<file path="config.mk">
export PLATFORM = sky130hd
export DESIGN_NAME = pipe_clock_ctrl
export DESIGN_NICKNAME = d
export VERILOG_FILES = /design/src/rtl/pipe_clock_ctrl.sv
export SDC_FILE = /design/constraint.sdc
export NUM_CORES = 1
export LEC_CHECK = 0
export CELL_PAD_IN_SITES_DETAIL_PLACEMENT = 1
export CELL_PAD_IN_SITES_GLOBAL_PLACEMENT = 2
export CORE_MARGIN = 4
export CORE_UTILIZATION = 38
export CTS_CLUSTER_DIAMETER = 40
export DETAILED_ROUTE_END_ITERATION = 6
export PLACE_DENSITY_LB_ADDON = 0.1
export SETUP_SLACK_MARGIN = 0.3
export SLEW_MARGIN = 0
export SYNTH_ARGS = -nofsm -noshare
export SYNTH_HDL_FRONTEND = slang
export SYNTH_SLANG_ARGS = --single-unit
</file>
<file path="constraint.sdc">
create_clock -name I_CLOCK -period 2.8 [get_ports I_CLOCK]
set_input_delay 0.56 -clock I_CLOCK [delete_from_list [all_inputs] [get_ports I_CLOCK]]
set_output_delay 0.56 -clock I_CLOCK [all_outputs]
set_load 0.02 [all_outputs]
</file>
<file path="src/rtl/pipe_clock_ctrl.sv">
// pipe_clock_ctrl: derives the slow pipeline clock and stage lock from the PLL clock.
// Supports free-run, pause, debounced single-step and a sticky halt from the pipeline.
module pipe_clock_ctrl #(
    parameter int unsigned DIV_COUNT       = 1000000,
    parameter int unsigned DEBOUNCE_CYCLES = 50000,
    parameter int unsigned LOCK_DELAY      = 16
) (
    input  logic        I_CLOCK,
    input  logic        I_LOCK,
    input  logic        I_RUN_MODE,
    input  logic        I_STEP_KEY_N,
    input  logic        I_HALT,
    output logic        O_CLOCK,
    output logic        O_LOCK,
    output logic [2:0]  O_STATE,
    output logic [15:0] O_CYCLE_COUNT
);

    localparam int unsigned DIV_W = (DIV_COUNT > 0) ? $clog2(DIV_COUNT + 1) : 1;
    localparam int unsigned DB_W  = (DEBOUNCE_CYCLES > 1) ? $clog2(DEBOUNCE_CYCLES) : 1;
    localparam int unsigned LK_W  = (LOCK_DELAY > 1) ? $clog2(LOCK_DELAY) : 1;

    localparam logic [DIV_W-1:0] DIV_TC = DIV_W'(DIV_COUNT);
    localparam logic [DB_W-1:0]  DB_TC  = DB_W'(DEBOUNCE_CYCLES - 1);
    localparam logic [LK_W-1:0]  LK_TC  = LK_W'(LOCK_DELAY - 1);

    typedef enum logic [2:0] {
        WAIT_LOCK = 3'd0,
        RUN       = 3'd1,
        PAUSE     = 3'd2,
        STEP_HI   = 3'd3,
        STEP_LO   = 3'd4,
        HALTED    = 3'd5
    } state_t;

    logic [1:0] run_sync;
    logic [1:0] key_sync;
    logic [1:0] halt_sync;
    logic       run_s;
    logic       key_s;
    logic       halt_s;

    logic [DB_W-1:0] db_cnt;
    logic            key_db;
    logic            press;

    state_t           state_q, state_d;
    logic [DIV_W-1:0] div_q, div_d;
    logic [LK_W-1:0]  lk_cnt_q, lk_cnt_d;
    logic             clk_q, clk_d;
    logic             lock_q, lock_d;
    logic [15:0]      cycle_cnt_q, cycle_cnt_d;

    assign run_s  = run_sync[1];
    assign key_s  = key_sync[1];
    assign halt_s = halt_sync[1];

    // Two-flop synchronisers for the asynchronous switch, key and halt inputs
    always_ff @(posedge I_CLOCK or negedge I_LOCK) begin
        if (!I_LOCK) begin
            run_sync  <= '0;
            key_sync  <= '0;
            halt_sync <= '0;
        end else begin
            run_sync  <= {run_sync[0], I_RUN_MODE};
            key_sync  <= {key_sync[0], I_STEP_KEY_N};
            halt_sync <= {halt_sync[0], I_HALT};
        end
    end

    // Key debounce: level accepted after DEBOUNCE_CYCLES consecutive differing samples; press on release->press
    always_ff @(posedge I_CLOCK or negedge I_LOCK) begin
        if (!I_LOCK) begin
            db_cnt <= '0;
            key_db <= 1'b1;
            press  <= 1'b0;
        end else begin
            press <= 1'b0;
            if (key_s != key_db) begin
                if (db_cnt == DB_TC) begin
                    db_cnt <= '0;
                    key_db <= key_s;
                    press  <= key_db & ~key_s;
                end else begin
                    db_cnt <= db_cnt + DB_W'(1);
                end
            end else begin
                db_cnt <= '0;
            end
        end
    end

    // State, divider, output clock, lock and rise counter registers
    always_ff @(posedge I_CLOCK or negedge I_LOCK) begin
        if (!I_LOCK) begin
            state_q     <= WAIT_LOCK;
            div_q       <= '0;
            lk_cnt_q    <= '0;
            clk_q       <= 1'b0;
            lock_q      <= 1'b0;
            cycle_cnt_q <= '0;
        end else begin
            state_q     <= state_d;
            div_q       <= div_d;
            lk_cnt_q    <= lk_cnt_d;
            clk_q       <= clk_d;
            lock_q      <= lock_d;
            cycle_cnt_q <= cycle_cnt_d;
        end
    end

    // Next-state logic; RUN only reconsiders mode at the falling toggle so high phases are never cut short
    always_comb begin
        state_d     = state_q;
        div_d       = div_q;
        lk_cnt_d    = lk_cnt_q;
        clk_d       = clk_q;
        lock_d      = lock_q;
        cycle_cnt_d = cycle_cnt_q;

        case (state_q)
            WAIT_LOCK: begin
                clk_d = 1'b0;
                div_d = '0;
                if (lk_cnt_q == LK_TC) begin
                    lock_d  = 1'b1;
                    state_d = run_s ? RUN : PAUSE;
                end else begin
                    lk_cnt_d = lk_cnt_q + LK_W'(1);
                end
            end
            RUN: begin
                if (div_q == DIV_TC) begin
                    div_d = '0;
                    clk_d = ~clk_q;
                    if (clk_q) begin
                        if (halt_s) begin
                            state_d = HALTED;
                        end else if (!run_s) begin
                            state_d = PAUSE;
                        end
                    end
                end else begin
                    div_d = div_q + DIV_W'(1);
                end
            end
            PAUSE: begin
                clk_d = 1'b0;
                div_d = '0;
                if (halt_s) begin
                    state_d = HALTED;
                end else if (run_s) begin
                    state_d = RUN;
                end else if (press) begin
                    state_d = STEP_HI;
                    clk_d   = 1'b1;
                end
            end
            STEP_HI: begin
                if (div_q == DIV_TC) begin
                    div_d   = '0;
                    clk_d   = 1'b0;
                    state_d = STEP_LO;
                end else begin
                    div_d = div_q + DIV_W'(1);
                end
            end
            STEP_LO: begin
                clk_d = 1'b0;
                if (div_q == DIV_TC) begin
                    div_d   = '0;
                    state_d = PAUSE;
                end else begin
                    div_d = div_q + DIV_W'(1);
                end
            end
            HALTED: begin
                clk_d = 1'b0;
                div_d = '0;
            end
            default: begin
                state_d = WAIT_LOCK;
                clk_d   = 1'b0;
                div_d   = '0;
            end
        endcase

        if (clk_d && !clk_q) begin
            cycle_cnt_d = cycle_cnt_q + 16'd1;
        end
    end

    assign O_CLOCK       = clk_q;
    assign O_LOCK        = lock_q;
    assign O_STATE       = state_q;
    assign O_CYCLE_COUNT = cycle_cnt_q;

endmodule
</file>
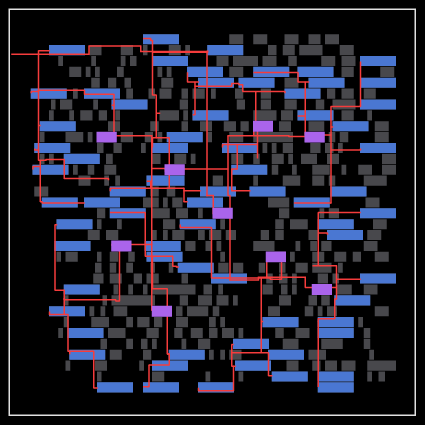
(clock distribution)
(4 px per µm)
Key: purple = cells driving clock nets [count 9]; blue = flip-flops [count 69]; red = clock wires [length 997 µm]
Position of the flops: all over the die. There are 10 routed clock nets.

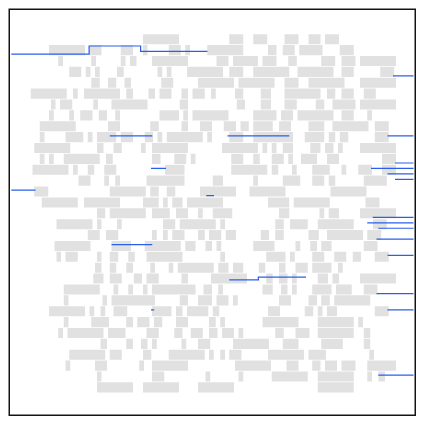
(signal wires on met3)
(4 px per µm)
The wires run mostly horizontal. 17 nets have wire on it. The layer holds 3.0% of the routed length. The layer carries 223 µm of wire. The longest straight run is 19.3 µm.

==> run notes <==
run metrics: Compound Share, Synth=5.46%, Psw=0.493 mW, Reg power frac=49.3%, Critical path origin=div_q[15]$_DFF_PN0_, Setup crit end=O_CYCLE_COUNT[13]$_DFFE_PN0P_, CTS root buffer=clkbuf_8, worst clock skew=0.00660 ns, largest net degree at the start of global routing=38, Top cells by area=dfrtp_1 52%, xor2_1 6.6%, xnor2_1 6.4%, Hold Vio Cnt, Final=0, Pleak=1.73 nW, power density over the cells=519 nW/µm², Seq area share=42.5%, number of non-clock buffers in the layout=38, die area=10200 µm², Core Box Area=8340 µm², most numerous logic cell after layout=dfrtp_1, comb area leader=simple AND/OR/NAND/NOR gates, highest routing layer actually used=met4, RePlAce Congestion=0.745, number of remaining DRC errors=0, CTS sink cnt=69, logic area=1580 µm², critical path cell sequence=nor4b_2 -> and4b_1 -> nand4_1 -> ha_2 -> nor2_2 -> o2111ai_2 -> a2111oi_4 -> buf_4 -> nand3_2 -> xnor2_1, Critical Path AT=2.74 ns, internal power=1.62 mW, critical path class=reg2reg, Flops=69, sequential standard cell area=1730 µm², Logic power comb=0.148 mW, Crit path largest cell delay=0.40 ns, Worst R2R End=O_CYCLE_COUNT[13]$_DFFE_PN0P_, Gate power share=7.0%, largest class=registers, tool warnings=29, number of routed nets with antenna violations=0, multi-input combinational area share=38.9%, CTS tree=yes, number of enable flip-flop cells=0, Biggest register=div_q, CP endpoint kind=flop, Chip Width=101 µm, Seq share, synth=52.4%, vias in the first global route=2634, Total Power=2.11 mW, top-area cell type share of the netlist area=51.6%, met3 WL=223 µm, Tmin final=2.49 ns, max reg flops=20, Post-CTS Hold Buffers=0, routed wire length=7460 µm, Worst Hold Class=in2async, FILL cells=957, total grt overflow=0, clk latency late pin=0.34 ns, ys cells=318, status=complete, no violations, R2R cell count=10, MI comb cells=231, GRT busiest layer=met2, most frequent cell after synthesis=dfrtp_1, Tcrit/Tclk final=88.9%, crit path launch type=flop, CTS H-Tree Depth=3, simple share=23.1%, Largest delay share family, worst path=simple AND/OR/NAND/NOR gates, Peak VDD IR=0.000275 V, Ports=26, post-route cell area=4070 µm², Commonest flop=dfrtp_1, post-CTS setup buffer count=6, Post-synth ARST share=100%, worst flop-to-flop path startpoint=div_q[15]$_DFF_PN0_, fin util=48.8%, non-filler instance count after layout=471, met2 WL=3630 µm, Detail Placement HPWL=5030 µm, Met1 Wirelength=3530 µm, Worst-Margin Slew=0.641 ns, fmax=0.402 GHz, Resize count post-CTS=6, Port Buffers=25, Worst-path clk slew=0.07 ns, Clk power=0.922 mW, clock tree cell share of total cell area=5.54%, clk buf depth=2, WHS=0.148 ns, clkbuf count=12, proportion of layout cells with a drive suffix above 1=15.0%, DR pass1 iterations=4, crit path DRT=3.05 ns
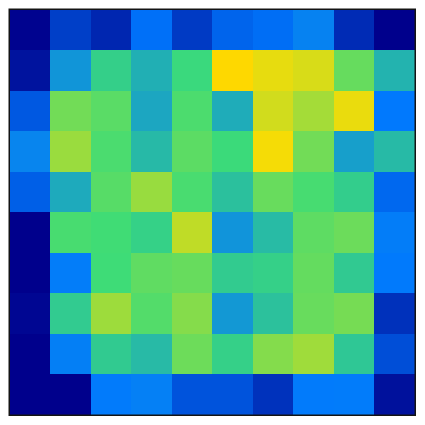
(cell area per tile)
(4 px per µm) 10 x 10 tiles, from dark blue (low) to red (high), 0 to 100% covered.
The fullest tile reaches 76%. The emptiest ninth of the die: bottom left. The densest ninth of the die: middle. The mean over all tiles is 39%. 8.0% of the tiles are nearly empty.

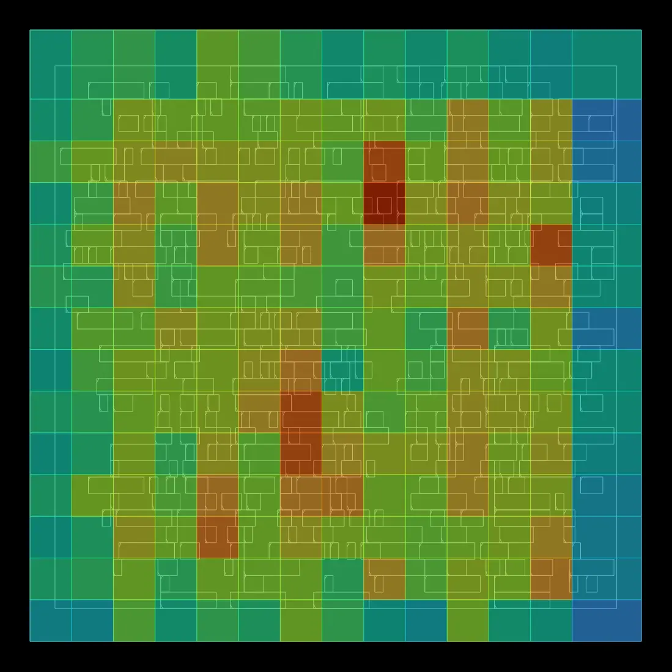
(congestion heat map)
met1 global-route usage: 21.7%
drt wl/cell: 15.8 µm
GRT Overall Usage: 16.3%
met3 GRT Util: 4.82%
met2 usage: 25.8%

No activity file was given, so power comes from the tool's default toggle rates.
